`config.mk`:
```
export PLATFORM = sky130hd
export DESIGN_NAME = display_timing
export DESIGN_NICKNAME = d
export VERILOG_FILES = /design/src/rtl/display_pkg.sv /design/src/rtl/axis_counter.sv /design/src/rtl/display_timing.sv
export SDC_FILE = /design/constraint.sdc
export NUM_CORES = 1
export LEC_CHECK = 0
export ABC_CLOCK_PERIOD_IN_PS = 7200
export CAP_MARGIN = 20
export CORE_ASPECT_RATIO = 1.1
export CORE_MARGIN = 2
export CORE_UTILIZATION = 45
export CTS_CLUSTER_DIAMETER = 200
export CTS_CLUSTER_SIZE = 8
export DETAILED_ROUTE_END_ITERATION = 10
export PLACE_DENSITY = 0.69
export SETUP_SLACK_MARGIN = 0.2
export SYNTH_ARGS = -nofsm -noshare
export SYNTH_HDL_FRONTEND = slang
export SYNTH_SLANG_ARGS = --single-unit
```
`constraint.sdc`:
```
create_clock -name clk -period 7.2 [get_ports clk]
set_input_delay 2.16 -clock clk [delete_from_list [all_inputs] [get_ports clk]]
set_output_delay 2.16 -clock clk [all_outputs]
set_load 0.02 [all_outputs]
```
`src/rtl/display_pkg.sv`:
```
// display_pkg: shared timing types, video mode presets and the default coordinate width.
package display_pkg;
  localparam int CORDW_DEFAULT = 16;
  typedef struct packed {
    int res;
    int fp;
    int sync;
    int bp;
  } axis_timing_t;
  typedef struct packed {
    axis_timing_t h;
    axis_timing_t v;
  } timing_t;
  localparam timing_t TIMING_640X480_60 = '{h: '{640, 16, 96, 48}, v: '{480, 10, 2, 33}};
  localparam timing_t TIMING_1280X720_60 = '{h: '{1280, 110, 40, 220}, v: '{720, 5, 5, 20}};
  function automatic int axis_total(input axis_timing_t t);
    return t.res + t.fp + t.sync + t.bp;
  endfunction
endpackage

```
`src/rtl/axis_counter.sv`:
```
// axis_counter: one raster axis; wrap counter plus active and sync window decode of its next value.
module axis_counter import display_pkg::*; #(
  parameter int W    = CORDW_DEFAULT,
  parameter int RES  = 640,
  parameter int FP   = 16,
  parameter int SYNC = 96,
  parameter int BP   = 48
) (
  input  logic         clk,
  input  logic         rst,
  input  logic         en,
  output logic [W-1:0] cnt,
  output logic [W-1:0] nxt,
  output logic         act,
  output logic         win
);
  localparam logic [W-1:0] LAST    = W'(RES + FP + SYNC + BP - 1);
  localparam logic [W-1:0] ACT_END = W'(RES);
  localparam logic [W-1:0] SYNC_LO = W'(RES + FP);
  localparam logic [W-1:0] SYNC_HI = W'(RES + FP + SYNC - 1);
  always_comb begin
    nxt = en ? (cnt == LAST ? '0 : cnt + 1'b1) : cnt;
    act = nxt < ACT_END;
    win = nxt >= SYNC_LO && nxt <= SYNC_HI;
  end
  // reset parks on the last blanking position so the first free-running edge lands on 0
  always_ff @(posedge clk)
    if (rst) cnt <= LAST;
    else cnt <= nxt;
endmodule

```
`src/rtl/display_timing.sv`:
```
// display_timing: pixel-clock raster timing generator (coordinates, syncs, de, line/frame strobes).
// Define DISPLAY_TIMING_PIPE_EN to delay hsync, vsync and de by one cycle behind sx/sy.
module display_timing import display_pkg::*; #(
  parameter int   H_RES  = TIMING_640X480_60.h.res,
  parameter int   H_FP   = TIMING_640X480_60.h.fp,
  parameter int   H_SYNC = TIMING_640X480_60.h.sync,
  parameter int   H_BP   = TIMING_640X480_60.h.bp,
  parameter int   V_RES  = TIMING_640X480_60.v.res,
  parameter int   V_FP   = TIMING_640X480_60.v.fp,
  parameter int   V_SYNC = TIMING_640X480_60.v.sync,
  parameter int   V_BP   = TIMING_640X480_60.v.bp,
  parameter logic H_POL  = 1'b0,
  parameter logic V_POL  = 1'b0,
  parameter int   CORDW  = CORDW_DEFAULT
) (
  input  logic             clk,
  input  logic             rst,
  output logic [CORDW-1:0] sx,
  output logic [CORDW-1:0] sy,
  output logic             hsync,
  output logic             vsync,
  output logic             de,
  output logic             line_start,
  output logic             frame_start
);
  logic [CORDW-1:0] h_nxt, v_nxt;
  logic h_act, h_win, v_act, v_win, hs_q, vs_q, de_q;
  axis_counter #(.W(CORDW), .RES(H_RES), .FP(H_FP), .SYNC(H_SYNC), .BP(H_BP)) u_h (
    .clk(clk), .rst(rst), .en(1'b1), .cnt(sx), .nxt(h_nxt), .act(h_act), .win(h_win)
  );
  // the vertical axis advances only on horizontal wrap, so vsync changes only at sx==0
  axis_counter #(.W(CORDW), .RES(V_RES), .FP(V_FP), .SYNC(V_SYNC), .BP(V_BP)) u_v (
    .clk(clk), .rst(rst), .en(h_nxt == '0), .cnt(sy), .nxt(v_nxt), .act(v_act), .win(v_win)
  );
  always_ff @(posedge clk)
    if (rst) begin
      hs_q        <= ~H_POL;
      vs_q        <= ~V_POL;
      de_q        <= 1'b0;
      line_start  <= 1'b0;
      frame_start <= 1'b0;
    end else begin
      hs_q        <= h_win ? H_POL : ~H_POL;
      vs_q        <= v_win ? V_POL : ~V_POL;
      de_q        <= h_act && v_act;
      line_start  <= h_nxt == '0;
      frame_start <= h_nxt == '0 && v_nxt == '0;
    end
`ifdef DISPLAY_TIMING_PIPE_EN
  always_ff @(posedge clk)
    if (rst) begin
      hsync <= ~H_POL;
      vsync <= ~V_POL;
      de    <= 1'b0;
    end else begin
      hsync <= hs_q;
      vsync <= vs_q;
      de    <= de_q;
    end
`else
  assign hsync = hs_q;
  assign vsync = vs_q;
  assign de    = de_q;
`endif
endmodule
```
### Clock routing

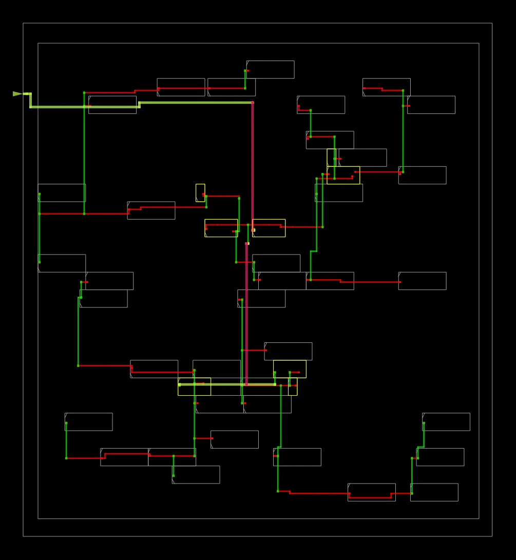
# clk buffers: 8
Clock Skews: 0.008602 ns

### Routed clock nets over the placement

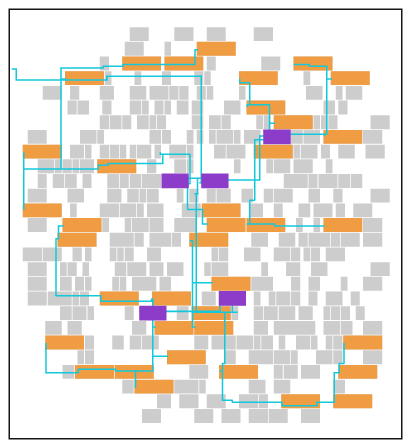
[purple] cells driving clock nets | count: 5
[cyan] clock wires | length: 487 µm
[orange] flip-flops | count: 37
routed clock nets	6
flops lie	spread over the die

### Placement by cell class

The bar under the picture is 20 µm long.
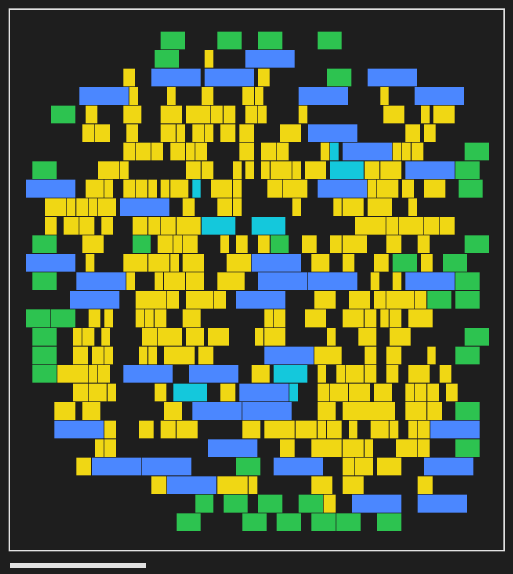
color	class	cells
blue	flip-flops	37
yellow	all other logic	238
green	other buffers and delay cells	41
cyan	clock drivers and dummy loads	8

### Cells by drive strength

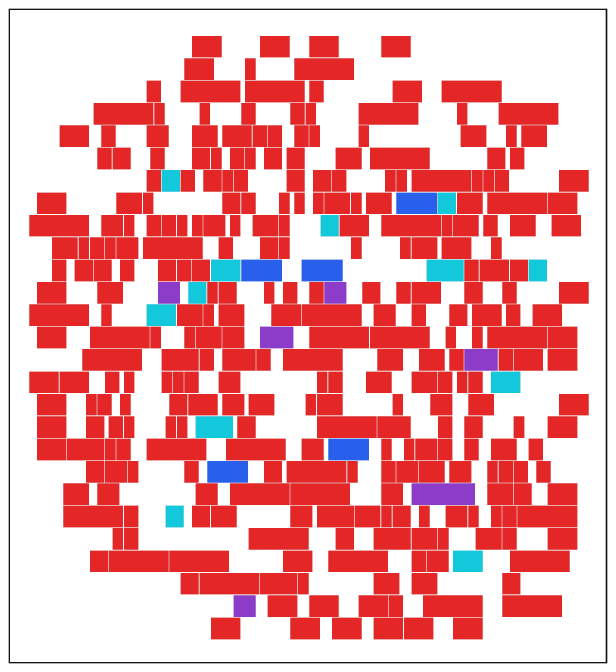
color	size	cells	share
red	drive 1 or less	301	93%
purple	drive 3 to 4	6	1.9%
blue	drive 6 and up	5	1.5%
cyan	drive 2	12	3.7%

### The metal 1 layer

Supply wires on this layer in gray.
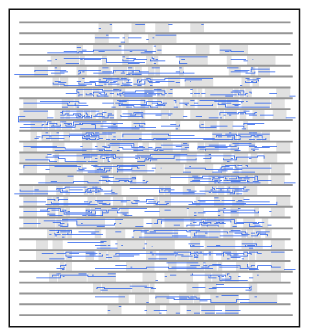
longest straight run	22.1 µm
share of all routed wire	46%
wire length on this layer	2520 µm
nets with wire on the layer	286

==> impl_metrics.py <==
# Flow results
metrics = {
    "final_layout": {
        "nFillCells": 498,
        "post-route-util_pct": 55.66,
        "lay_top_count": "clkdlybuf4s50_1",
        "fin_cells": 382,
        "layout-drive-gt1-share_pct": 7.099,
        "area_growth_syn_to_layout_pct": 20.09,
        "comb_area_share_pct": 52.20,
        "seq_cell_count": 37,
        "seq_share_pct": 26.62,
    },
    "placed_design": {
        "post-place-cells": 374,
        "post-place-ws_ns": 3.551,
    },
    "global_routing": {
        "grt_pass1_vias": 2056,
        "grt_usage_pct": 20.12,
        "antenna_found_initial": 0,
    },
    "logic_synthesis": {
        "synth_cells": 296,
        "synth-async-reset-ratio_pct": 0,
        "ys_top_cells_by_area": "dfxtp_1 (32%), xnor2_1 (6.4%), nor2_1 (5.7%)",
        "ys_sh_adder_pct": 2.700,
        "synth-edff-count": 0,
        "synth.avg_cell_area_um2": 7.828,
        "synth_area_um2": 2317,
    },
    "detailed_routing": {
        "drt-initial-drc-count": 120,
    },
    "floorplanning": {
        "chip_area_um2": 5740,
        "num_io_pins": 39,
    },
    "outcome": {
        "status": "completed",
    },
    "setup_path": {
        "cp-end-kind": "output port",
        "path_depth": 1,
        "cp.required_ns": 5.04,
    },
    "final_timing": {
        "tightest_slew_ns": 0.8327,
        "fmax_mhz": 275.5,
        "relSlewSlack_pct": 44.06,
        "fin_ws_ns": 3.571,
        "hold_viol_final": 0,
        "maxSlewViolCount": 0,
        "rsz0062_at_grt": "false",
    },
    "clock_network": {
        "post_cts_buffers": 0,
        "path_clk_slew_ns": 0.07,
        "clockRootBuffer": "clkbuf_8",
    },
    "power_and_ir_drop": {
        "power_uw": 694.5,
        "peakVddDrop_mv": 0.1114,
    },
    "min_path": {
        "hold_path_class": "flop to flop",
        "min_from": "u_v.cnt[13]",
        "worstHoldEndpoint": "u_v.cnt[13]",
    },
}
[state kept, by name, summed over array words and instances (netlist names)]
signal	cells
u_h.cnt	16
hsync	1
de	1
vsync	1
line_start	1
frame_start	1
u_v.cnt	16
[metal layers]
metal | global-route usage, % | share of wire (%)
met1 | 26.51 | 46
met2 | 31.83 | 48
met3 | 3.934 | 3.9
met4 | 8.519 | 2.0
met5 | 0 | 0
[worst min-delay path, delay by kind of cell, from the launching register on]
| kind | cells | cell delay, ns |
|---|---|---|
| AOI/OAI and AO/OA | 2 | 0.15 |
| DFF | 1 | 0.35 |
[report_power, final]
part	switching [mW]	leakage, nW	total, mW	internal (mW)
Combinational	0.170	0.624	0.285	0.115
Clock	0.0692	0.0395	0.138	0.0688
Sequential	0.0449	0.300	0.272	0.227
Total	0.284	0.964	0.695	0.411
Power and IR drop assume default switching activity.
